`config.mk`:
```
export PLATFORM = sky130hd
export DESIGN_NAME = id_ex_pipe_skid
export DESIGN_NICKNAME = d
export VERILOG_FILES = /design/src/rtl/cpu_pkg.sv /design/src/rtl/sat_counter.sv /design/src/rtl/id_ex_pipe_skid.sv
export SDC_FILE = /design/constraint.sdc
export NUM_CORES = 1
export LEC_CHECK = 0
export ABC_CLOCK_PERIOD_IN_PS = 2400
export CORE_ASPECT_RATIO = 0.8
export CORE_MARGIN = 10
export CORE_UTILIZATION = 50
export DETAILED_ROUTE_END_ITERATION = 12
export GPL_ROUTABILITY_DRIVEN = 0
export HOLD_SLACK_MARGIN = 0.1
export PLACE_DENSITY_LB_ADDON = 0.05
export SKIP_LAST_GASP = 1
export SLEW_MARGIN = 15
export SYNTH_ARGS = -nofsm -noshare
export SYNTH_HDL_FRONTEND = slang
export SYNTH_SLANG_ARGS = --single-unit
```
`constraint.sdc`:
```
create_clock -name clk_i -period 2.4 [get_ports clk_i]
set_clock_uncertainty 0.1 [all_clocks]
set_input_delay 0.48 -clock clk_i [delete_from_list [all_inputs] [get_ports clk_i]]
set_output_delay 0.48 -clock clk_i [all_outputs]
set_load 0.005 [all_outputs]
```
`src/rtl/cpu_pkg.sv`:
```
// rtl/cpu_pkg.sv - decode/execute payload layout shared by the pipeline stages
package cpu_pkg;

   localparam int XLEN      = 32;
   localparam int REG_IDX_W = 5;
   localparam int OP_W      = 3;

   // rs1_val, rs2_val, imm, rd, rs1, rs2, op, branch, spare
   localparam int DATA_W_DEFAULT = 3*XLEN + 3*REG_IDX_W + OP_W + 1 + 1;

   // Bit offsets of each field inside the packed payload (LSB first)
   localparam int RS1_VAL_LSB = 0;
   localparam int RS2_VAL_LSB = RS1_VAL_LSB + XLEN;
   localparam int IMM_LSB     = RS2_VAL_LSB + XLEN;
   localparam int RD_LSB      = IMM_LSB + XLEN;
   localparam int RS1_LSB     = RD_LSB + REG_IDX_W;
   localparam int RS2_LSB     = RS1_LSB + REG_IDX_W;
   localparam int OP_LSB      = RS2_LSB + REG_IDX_W;
   localparam int BRANCH_BIT  = OP_LSB + OP_W;
   localparam int SPARE_BIT   = BRANCH_BIT + 1;

   // Same layout as the offsets above; the first member lands in the MSBs
   typedef struct packed {
      logic                 spare;
      logic                 branch;
      logic [OP_W-1:0]      op;
      logic [REG_IDX_W-1:0] rs2;
      logic [REG_IDX_W-1:0] rs1;
      logic [REG_IDX_W-1:0] rd;
      logic [XLEN-1:0]      imm;
      logic [XLEN-1:0]      rs2_val;
      logic [XLEN-1:0]      rs1_val;
   } id_ex_payload_t;

endpackage

```
`src/rtl/sat_counter.sv`:
```
// rtl/sat_counter.sv - saturating event counter with synchronous clear
//
// Ports:
//   clk_i  clock (rising edge)
//   rst_i  asynchronous active-low reset, clears the count
//   inc_i  count one event this cycle
//   clr_i  synchronous clear, wins over inc_i
//   cnt_o  current count, sticks at all-ones
module sat_counter #(
   parameter int W = 16
) (
   input  logic         clk_i,
   input  logic         rst_i,
   input  logic         inc_i,
   input  logic         clr_i,
   output logic [W-1:0] cnt_o
);

   always_ff @(posedge clk_i or negedge rst_i) begin
      if (!rst_i) begin
         cnt_o <= '0;
      end else if (clr_i) begin
         cnt_o <= '0;
      end else if (inc_i && (cnt_o != {W{1'b1}})) begin
         cnt_o <= cnt_o + W'(1);
      end
   end

endmodule

```
`src/rtl/id_ex_pipe_skid.sv`:
```
// rtl/id_ex_pipe_skid.sv - ID/EX pipeline register with 2-entry skid buffer
//
// Ports:
//   clk_i        clock, all state updates on rising edge
//   rst_i        asynchronous active-low reset
//   flush_i      synchronous kill of both held entries
//   data_i       payload from decode, valid_i qualifies it
//   valid_i      decode presents payload
//   ready_o      buffer can accept (registered: skid entry empty)
//   data_o       payload to execute
//   valid_o      data_o holds a live instruction
//   ready_i      execute accepts data_o this cycle
//   count_o      occupancy 0..2
//   stall_cnt_o  saturating count of cycles with valid_o & ~ready_i
//   stall_clr_i  synchronous clear of stall_cnt_o
module id_ex_pipe_skid
   import cpu_pkg::*;
#(
   parameter int DATA_W = DATA_W_DEFAULT,
   parameter int CNT_W  = 16
) (
   input  logic              clk_i,
   input  logic              rst_i,
   input  logic              flush_i,
   input  logic [DATA_W-1:0] data_i,
   input  logic              valid_i,
   output logic              ready_o,
   output logic [DATA_W-1:0] data_o,
   output logic              valid_o,
   input  logic              ready_i,
   output logic [1:0]        count_o,
   output logic [CNT_W-1:0]  stall_cnt_o,
   input  logic              stall_clr_i
);

   logic [DATA_W-1:0] m_data;
   logic [DATA_W-1:0] s_data;
   logic              m_vld;
   logic              s_vld;
   logic              in_fire;
   logic              out_fire;

   // ready_o depends only on the skid valid bit, so an execute stall never
   // forms a combinational path back into decode.
   assign ready_o  = ~s_vld;
   assign valid_o  = m_vld;
   assign data_o   = m_data;
   assign count_o  = {1'b0, m_vld} + {1'b0, s_vld};

   assign in_fire  = valid_i & ready_o;
   assign out_fire = m_vld & ready_i;

   always_ff @(posedge clk_i or negedge rst_i) begin
      if (!rst_i) begin
         m_data <= '0;
         s_data <= '0;
         m_vld  <= 1'b0;
         s_vld  <= 1'b0;
      end else if (flush_i) begin
         // Only the valid bits matter; stale data is never presented.
         m_vld <= 1'b0;
         s_vld <= 1'b0;
      end else if (!m_vld || out_fire) begin
         if (s_vld) begin
            m_data <= s_data;
            m_vld  <= 1'b1;
            s_vld  <= in_fire;
            if (in_fire) begin
               s_data <= data_i;
            end
         end else begin
            if (in_fire) begin
               m_data <= data_i;
            end
            m_vld <= in_fire;
         end
      end else if (in_fire) begin
         // Main is stalled: park the new item in the skid entry.
         s_data <= data_i;
         s_vld  <= 1'b1;
      end
   end

   sat_counter #(
      .W(CNT_W)
   ) u_stall_cnt (
      .clk_i (clk_i),
      .rst_i (rst_i),
      .inc_i (m_vld & ~ready_i),
      .clr_i (stall_clr_i),
      .cnt_o (stall_cnt_o)
   );

endmodule
```
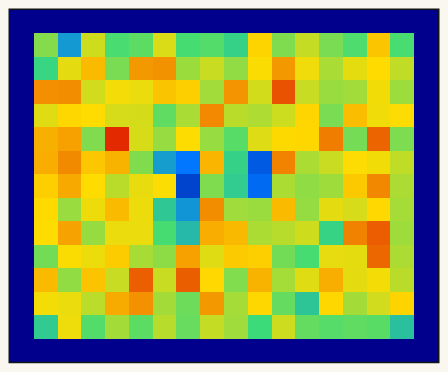
*Placement density heat map*
18 x 15 tiles, from dark blue (low) to red (high), 0 to 100% covered.
The mean over all tiles is 52%. The fullest tile reaches 95%. 23% of the tiles are nearly empty.
fraction of the core area covered by cells at the end of the flow: 69.9%
area of the core: 20700 sq um
floorplan-stage core utilization: 50.8%

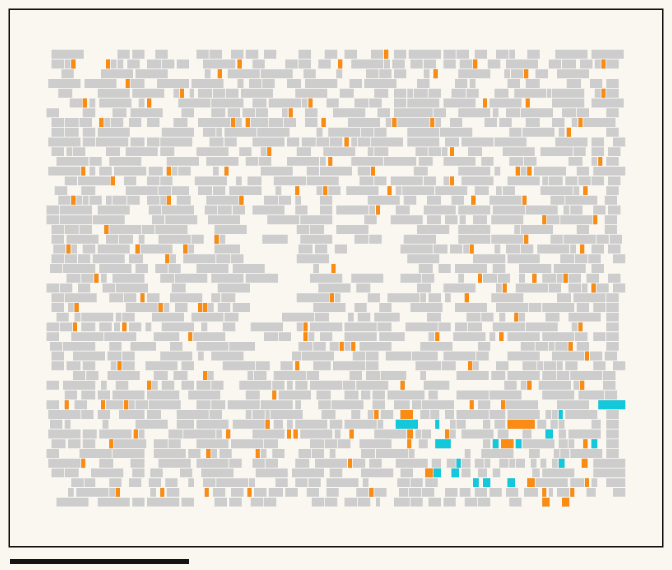
*Gate-type map*
Bar = 50 um.
Key: cyan = NAND gates [cells 16, where lower right]; orange = NOR gates [cells 134, where spread over the die]

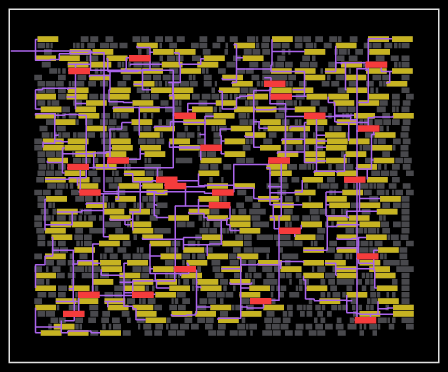
*Clock wires, drivers and flops*
Key: yellow = flip-flops [count 250]; red = cells driving clock nets [count 26]; purple = clock wires [length 3040 um]
Position of the flops: spread over the die. There are 27 routed clock nets.

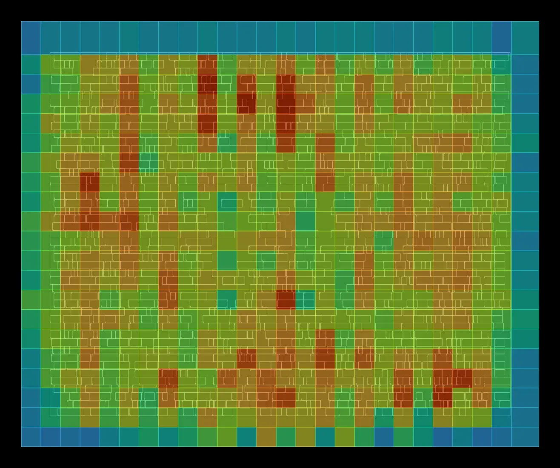
*Track usage over the die*
met2 track utilization from global routing: 29.5%
DR WL/cell: 18.8 um
grt met1 use: 24.9%
total routing resource utilization after global routing: 18.9%

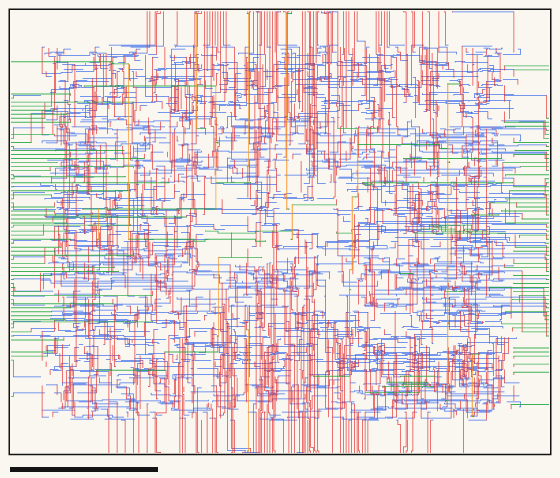
*Signal wires by layer*
Bar = 50 um.
Key: blue = met1 [wire length 11400 um]; red = met2 [wire length 12100 um]; orange = met4 [wire length 559 um]; green = met3 [wire length 2290 um]

==> worst max-delay path, cell delays in order (launching register included) <==
cell	delay (ns)
sky130_fd_sc_hd__dfrtp_4	0.47
sky130_fd_sc_hd__buf_4	0.14
sky130_fd_sc_hd__inv_1	0.05
sky130_fd_sc_hd__clkdlybuf4s50_1	0.50
==> worst paths after layout <==
check,slack [ns],endpoint,start
min in group clk_i,0.40,s_data[77],s_data[77]
worst min register to register,0.40,s_data[77],s_data[77]
worst min-delay path,0.40,u_stall_cnt.cnt_o[7],rst_i
max in group asynchronous,1.14,data_o[86],rst_i
worst max-delay path,0.13,ready_o,s_vld
worst max register to register,0.30,u_stall_cnt.cnt_o[10],u_stall_cnt.cnt_o[0]
==> impl_metrics.yaml <==
# yosys + openroad results
synth:
  top_cell_area_share_pct: 59.5
  netlist_instances: 851
  synth.yosys.warnings: 0
  post-synth-top-count-cell: "sky130_fd_sc_hd__dfrtp_1"
  synth.cellmix.simpleShare_pct: 7.16
  synth_flop_count: 250
  mappedNetlistNets: 975
  ys_cells: 851
sta:
  final.hold.worst_slack_ns: 0.398
  timing.setup.tns_ns: 0
  final_max_slew_viol_count: 0
  finalCritPeriodShare_pct: 94.5
setup_path:
  required_time_of_the_critical_path_ns: 1.82
drt:
  first_pass_iters: 4
  drt-met1-wl_mm: 11.4
  drc_violations: 0
grt:
  wire_length_of_the_first_global_routing_pass_mm: 42.3
  grt_overflow_total: 0
worst_hold_path:
  class_of_the_tightest_hold_or_removal_check: "primary input to asynchronous set/reset pin"
place:
  dp_worst_setup_slack_ns: -0.00171
clocking:
  clock.latency.late_pin_ns: 0.52
  cts_setup_buffers: 2
  ctsHoldBuffers: 1
  cts.repair.resized: 0
finish:
  commonest_non_fill_non_tap_cells_in_the_layout: "sky130_fd_sc_hd__clkdlybuf4s50_1, sky130_fd_sc_hd__dfrtp_1, sky130_fd_sc_hd__a21oi_1, sky130_fd_sc_hd__nor2_1, sky130_fd_sc_hd__mux2_2"
  antennaDiodeCount: 3
power_and_ir_drop:
  share_seq_of_total_power_pct: 47.4
  clockPowerShare_pct: 34.1
  sw_frac_of_total_pct: 24.9
flow_run:
  max-cap-violations: 0
floorplanning:
  taps: 269
run_status:
  status: "finished, final reports clean"
